$ cat src/rtl/gshare_predictor_if.sv
// Lookup/resolve port bundle for gshare_predictor. The front end (BTB and execute)
// drives the master side; the predictor sits on the slave side.
interface gshare_predictor_if #(
    parameter int unsigned TABLE_SIZE   = 1024,
    parameter int unsigned BUFFER_DEPTH = 8
);
    localparam int unsigned IDX_W   = $clog2(TABLE_SIZE);
    localparam int unsigned COUNT_W = $clog2(BUFFER_DEPTH) + 1;

    logic               predict_i;
    logic [IDX_W-1:0]   index_i;
    logic               ready_o;
    logic               prediction_o;
    logic               executed_i;
    logic               taken_i;
    logic               flush_i;
    logic               mispredicted_o;
    logic [COUNT_W-1:0] count_o;

    modport master (
        output predict_i, index_i, executed_i, taken_i, flush_i,
        input  ready_o, prediction_o, mispredicted_o, count_o
    );

    modport slave (
        input  predict_i, index_i, executed_i, taken_i, flush_i,
        output ready_o, prediction_o, mispredicted_o, count_o
    );
endinterface

$ cat src/rtl/gshare_predictor.sv
// Gshare direction predictor: speculative history for lookup, retired history for
// recovery, saturating counter table and an in-order buffer of outstanding predictions.
module gshare_predictor #(
    parameter int unsigned TABLE_SIZE   = 1024,
    parameter int unsigned HISTORY_BITS = 10,
    parameter int unsigned COUNTER_BITS = 2,
    parameter int unsigned BUFFER_DEPTH = 8
) (
    input  logic              clk_i,
    input  logic              rst_n_i,
    gshare_predictor_if.slave bp
);
    localparam int unsigned IDX_W   = $clog2(TABLE_SIZE);
    localparam int unsigned PTR_W   = $clog2(BUFFER_DEPTH);
    localparam int unsigned COUNT_W = PTR_W + 1;
    localparam logic [COUNTER_BITS-1:0] CNT_INIT = COUNTER_BITS'((1 << (COUNTER_BITS - 1)) - 1);

    typedef logic [HISTORY_BITS-1:0] hist_t;
    typedef logic [COUNTER_BITS-1:0] cnt_t;

    typedef struct packed {
        logic             pred;
        logic [IDX_W-1:0] idx;
    } entry_t;

    function automatic hist_t shift_hist(input hist_t h, input logic b);
        return hist_t'({h, b});
    endfunction

    // NOTE: storage arrays carry no reset; only control state is reset, so the
    // table survives rst_n_i and maps onto plain RAM.
    cnt_t   table_q [TABLE_SIZE] = '{default: CNT_INIT};
    entry_t fifo_q  [BUFFER_DEPTH];

    hist_t              spec_hist_q, spec_hist_d;
    hist_t              ret_hist_q,  ret_hist_d;
    logic [PTR_W-1:0]   wr_ptr_q,    wr_ptr_d;
    logic [PTR_W-1:0]   rd_ptr_q,    rd_ptr_d;
    logic [COUNT_W-1:0] count_q,     count_d;

    logic             full;
    logic             push;
    logic             pop;
    logic             recover;
    logic [IDX_W-1:0] hashed;
    entry_t           head;
    entry_t           push_entry;
    cnt_t             upd_cnt;
    cnt_t             upd_next;

    // ready_o looks only at the registered count, so a same-cycle pop never frees a full buffer.
    assign full         = (count_q == COUNT_W'(BUFFER_DEPTH));
    assign bp.ready_o   = !full;
    assign bp.count_o   = count_q;

    assign hashed          = bp.index_i ^ IDX_W'(spec_hist_q);
    assign bp.prediction_o = table_q[hashed][COUNTER_BITS-1];
    assign push            = bp.predict_i & !full;
    assign push_entry      = '{pred: bp.prediction_o, idx: hashed};

    assign pop               = bp.executed_i & (count_q != '0);
    assign head              = fifo_q[rd_ptr_q];
    assign bp.mispredicted_o = pop & (bp.taken_i != head.pred);
    assign recover           = bp.mispredicted_o | bp.flush_i;

    assign upd_cnt = table_q[head.idx];

    always_comb begin
        upd_next = upd_cnt;
        if (bp.taken_i) begin
            if (upd_cnt != '1) upd_next = upd_cnt + cnt_t'(1);
        end else begin
            if (upd_cnt != '0) upd_next = upd_cnt - cnt_t'(1);
        end
    end

    // NOTE: every variable gets a default first so no path leaves it unassigned (no latches).
    always_comb begin
        spec_hist_d = spec_hist_q;
        ret_hist_d  = ret_hist_q;
        wr_ptr_d    = wr_ptr_q;
        rd_ptr_d    = rd_ptr_q;
        count_d     = count_q;

        if (pop) ret_hist_d = shift_hist(ret_hist_q, bp.taken_i);

        if (recover) begin
            // Restart from the retired history including this cycle's outcome; a same-cycle push is dropped.
            spec_hist_d = ret_hist_d;
            wr_ptr_d    = '0;
            rd_ptr_d    = '0;
            count_d     = '0;
        end else begin
            if (push) begin
                spec_hist_d = shift_hist(spec_hist_q, bp.prediction_o);
                wr_ptr_d    = wr_ptr_q + PTR_W'(1);
            end
            if (pop) rd_ptr_d = rd_ptr_q + PTR_W'(1);
            count_d = count_q + COUNT_W'(push) - COUNT_W'(pop);
        end
    end

    // NOTE: sequential state uses non-blocking assignments only.
    always_ff @(posedge clk_i or negedge rst_n_i) begin
        if (!rst_n_i) begin
            spec_hist_q <= '0;
            ret_hist_q  <= '0;
            wr_ptr_q    <= '0;
            rd_ptr_q    <= '0;
            count_q     <= '0;
        end else begin
            spec_hist_q <= spec_hist_d;
            ret_hist_q  <= ret_hist_d;
            wr_ptr_q    <= wr_ptr_d;
            rd_ptr_q    <= rd_ptr_d;
            count_q     <= count_d;
        end
    end

    always_ff @(posedge clk_i) begin
        if (pop) table_q[head.idx] <= upd_next;
    end

    always_ff @(posedge clk_i) begin
        if (push && !recover) fifo_q[wr_ptr_q] <= push_entry;
    end
endmodule

$ cat src/flat_wrapper.sv
// flat-port wrapper written by rule: the top's interface ports become plain ports
module gshare_predictor_flat 
#(
    parameter int unsigned TABLE_SIZE   = 1024,
    parameter int unsigned HISTORY_BITS = 10,
    parameter int unsigned COUNTER_BITS = 2,
    parameter int unsigned BUFFER_DEPTH = 8
)
  (clk_i, rst_n_i, bp_predict_i, bp_index_i, bp_executed_i, bp_taken_i, bp_flush_i, bp_ready_o, bp_prediction_o, bp_mispredicted_o, bp_count_o);
  gshare_predictor_if #(.TABLE_SIZE(TABLE_SIZE), .BUFFER_DEPTH(BUFFER_DEPTH)) bp_i ();
  input  logic clk_i;
  input  logic rst_n_i;
  input wire logic [$bits(bp_i.predict_i)-1:0] bp_predict_i;
  input wire logic [$bits(bp_i.index_i)-1:0] bp_index_i;
  input wire logic [$bits(bp_i.executed_i)-1:0] bp_executed_i;
  input wire logic [$bits(bp_i.taken_i)-1:0] bp_taken_i;
  input wire logic [$bits(bp_i.flush_i)-1:0] bp_flush_i;
  output wire logic [$bits(bp_i.ready_o)-1:0] bp_ready_o;
  output wire logic [$bits(bp_i.prediction_o)-1:0] bp_prediction_o;
  output wire logic [$bits(bp_i.mispredicted_o)-1:0] bp_mispredicted_o;
  output wire logic [$bits(bp_i.count_o)-1:0] bp_count_o;
  assign bp_i.predict_i = bp_predict_i;
  assign bp_i.index_i = bp_index_i;
  assign bp_i.executed_i = bp_executed_i;
  assign bp_i.taken_i = bp_taken_i;
  assign bp_i.flush_i = bp_flush_i;
  assign bp_ready_o = bp_i.ready_o;
  assign bp_prediction_o = bp_i.prediction_o;
  assign bp_mispredicted_o = bp_i.mispredicted_o;
  assign bp_count_o = bp_i.count_o;
  gshare_predictor #(.TABLE_SIZE(TABLE_SIZE), .HISTORY_BITS(HISTORY_BITS), .COUNTER_BITS(COUNTER_BITS), .BUFFER_DEPTH(BUFFER_DEPTH)) u_core (.clk_i(clk_i), .rst_n_i(rst_n_i), .bp(bp_i));
endmodule
$ cat config.mk
export PLATFORM = sky130hd
export DESIGN_NAME = gshare_predictor_flat
export DESIGN_NICKNAME = d
export VERILOG_FILES = /design/src/rtl/gshare_predictor_if.sv /design/src/rtl/gshare_predictor.sv /design/src/flat_wrapper.sv
export SDC_FILE = /design/constraint.sdc
export NUM_CORES = 2
export LEC_CHECK = 0
export CAP_MARGIN = 15
export CORE_ASPECT_RATIO = 0.8
export CORE_MARGIN = 1.5
export CORE_UTILIZATION = 58
export DETAILED_ROUTE_END_ITERATION = 16
export HOLD_SLACK_MARGIN = 0.06
export PLACE_DENSITY_LB_ADDON = 0.3
export SYNTH_ARGS = -nofsm -noshare
export SYNTH_HDL_FRONTEND = slang
export SYNTH_SLANG_ARGS = --single-unit
$ cat constraint.sdc
create_clock -name clk_i -period 34.8 [get_ports clk_i]
set_input_delay 6.96 -clock clk_i [delete_from_list [all_inputs] [get_ports clk_i]]
set_output_delay 6.96 -clock clk_i [all_outputs]
set_load 0.005 [all_outputs]
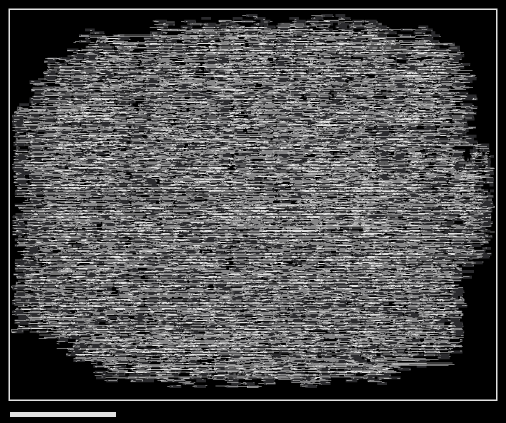
(the metal 1 layer)
Scale bar: 100 um.
share of all routed wire	35%
nets with wire on the layer	6353
wire length on this layer	112 mm
main direction	horizontal
routed wire length: 321 mm
Via Count: 66.1k
M1 GR Usage: 52.1%

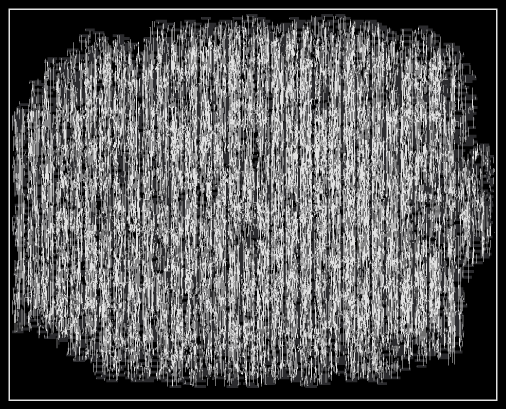
(metal 2)
longest straight run	122 um
main direction	vertical

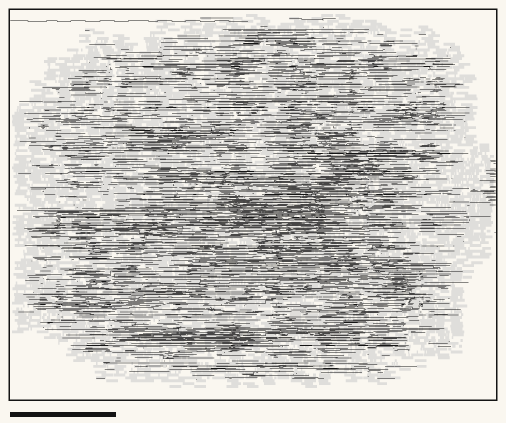
(the metal 3 layer)
Scale bar: 100 um.
wire length on this layer	58.9 mm
longest straight run	202 um
share of all routed wire	18%
main direction	horizontal
met3 global-route usage: 16.4%

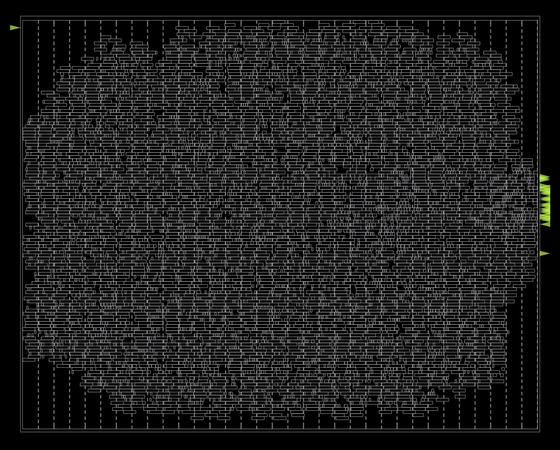
(cell outlines without signal wires)
core area: 165000 sq um
Fill cells: 11.6k
Flops: 2166
Post-Layout Cell Count: 8915
row cnt: 133

==> results.py <==
# Flow results
metrics = {
    "yosys": {
        "ys_seq_share_pct": 67.1,
        "syn_nets": 6707,
        "most_common_cell": "edfxtp_1",
        "synth_area_sq_um": 96700,
        "fa_ha_area_share_pct": 0.136,
        "ys.flop_type": "edfxtp_1",
        "yosysWarningCount": 0,
        "top_cell_area_share_pct": 66.3,
        "yosysChipArea_sq_um": 96700,
        "edf_count": 2136,
        "synth.distinct_cells": 56,
        "topCombFamilyByArea": "multiplexers",
        "postSynthAreaPerCell_sq_um": 14.5,
        "synth_stat.cells": 6682,
    },
    "clock_network": {
        "holdBufCountCts": 0,
        "clk_pin_slew_ns": 0.06,
        "clk_latency_ns": 0.86,
        "cts_max_level": 4,
        "cts_root_buf": "clkbuf_16",
        "cts_sinks": 2166,
    },
    "hold_path": {
        "worstHoldStart": "u_core.ret_hist_q[9]$_DFF_PN0_",
        "worstHoldPathCells": 2,
        "hold_class": "reg -> reg",
    },
    "sta": {
        "final.period_utilization_pct": 60.0,
        "drv_slew": 0,
        "timing.hold.ws_ns": 0.484,
        "setup_viol": 0,
        "rsz0062_at_grt": "false",
        "fin_setup_tns_ns": 0,
        "hold_viol_final": 0,
        "tightest_slew_ns": 1.42,
        "slew_headroom_pct": 5.29,
    },
    "detailed_routing": {
        "drc": 0,
        "dr_wl_met3_mm": 58.9,
        "highest_layer": "met5",
        "ant_nets": 0,
        "met2_length_mm": 133,
        "drt-wirelength-per-cell_um": 36.0,
        "wl_met1_mm": 112,
    },
    "critical_path": {
        "cp-endpoint": "bp_prediction_o",
        "cp_max_fo": 46,
        "max_stage_delay_ns": 0.87,
        "r2r_end": "u_core.table_q[765][1]$_DFFE_PP_",
        "rr_worst_depth": 20,
        "crit_cells": 14,
        "cp.arrival_ns": 13.92,
        "crit_path_top_delay_cell": "buf_4",
        "r2r_setup_slack_ns": 24.23,
        "cp_top_family": "buffers and inverters",
        "critPathKind": "in -> out",
        "start_kind": "primary input",
    },
    "place": {
        "pre_cts_slack_ns": 13.87,
        "place.gp.congestion": 0.927,
        "dp_cells": 8509,
        "post_dp_cell_area_sq_um": 99100,
    },
    "pwr": {
        "ir_drop_mv": 0.226,
        "p_leak_nw": 34.3,
    },
    "final_layout": {
        "buf_share_pct": 2.13,
        "n_all_inverters": 14,
        "final_util_pct": 64.4,
        "seq_area_sq_um": 64900,
        "comb_area_sq_um": 29800,
        "antenna_cells": 18,
        "nMultiInputCombCells": 3920,
        "lay_top_count": "edfxtp_1",
        "buffers": 208,
        "syn_to_final_growth_pct": 9.76,
        "layout-drive-gt1-share_pct": 14.1,
        "sh_seq_area_pct": 61.1,
    },
    "global_routing": {
        "globalRoute.busiestLayer": "met1",
        "grt_pass1_wl_mm": 451,
        "grt_start_max_net_pins": 265,
        "grt.total_usage_pct": 37.5,
        "grt_pass1_vias": 61772,
    },
    "flow_run": {
        "warning_count": 88,
    },
    "die": {
        "die_w_um": 460,
        "die_y_um": 368,
    },
    "status": {
        "status": "finished, final reports clean",
    },
}
[state kept, by name (all words and copies together) (netlist names)]
signal              count
u_core.fifo_q          88
u_core.table_q       2048
u_core.bp.count_o       4
u_core.wr_ptr_q         3
u_core.rd_ptr_q         3
u_core.ret_hist_q      10
u_core.spec_hist_q     10
[worst reg2reg max path: cells and delay by family, from the launching register on]
kind,cells,cell delay (ns)
buffers and inverters,9,5.52
AOI/OAI and AO/OA,4,1.73
and+or+nand+nor,4,1.31
adders and majority gates,1,0.92
muxes,2,0.44
DFF,1,0.32
[report_power, final]
part	switching, W	internal, W	total (W)	leakage [nW]
combinational	0.00282	0.00106	0.00387	11.5
clock	0.000976	0.00122	0.00220	3.11
sequential	0.0000160	0.00422	0.00423	19.7
total	0.00381	0.00649	0.0103	34.3
Power figures rest on the tool's default switching activity, not on a simulated workload.
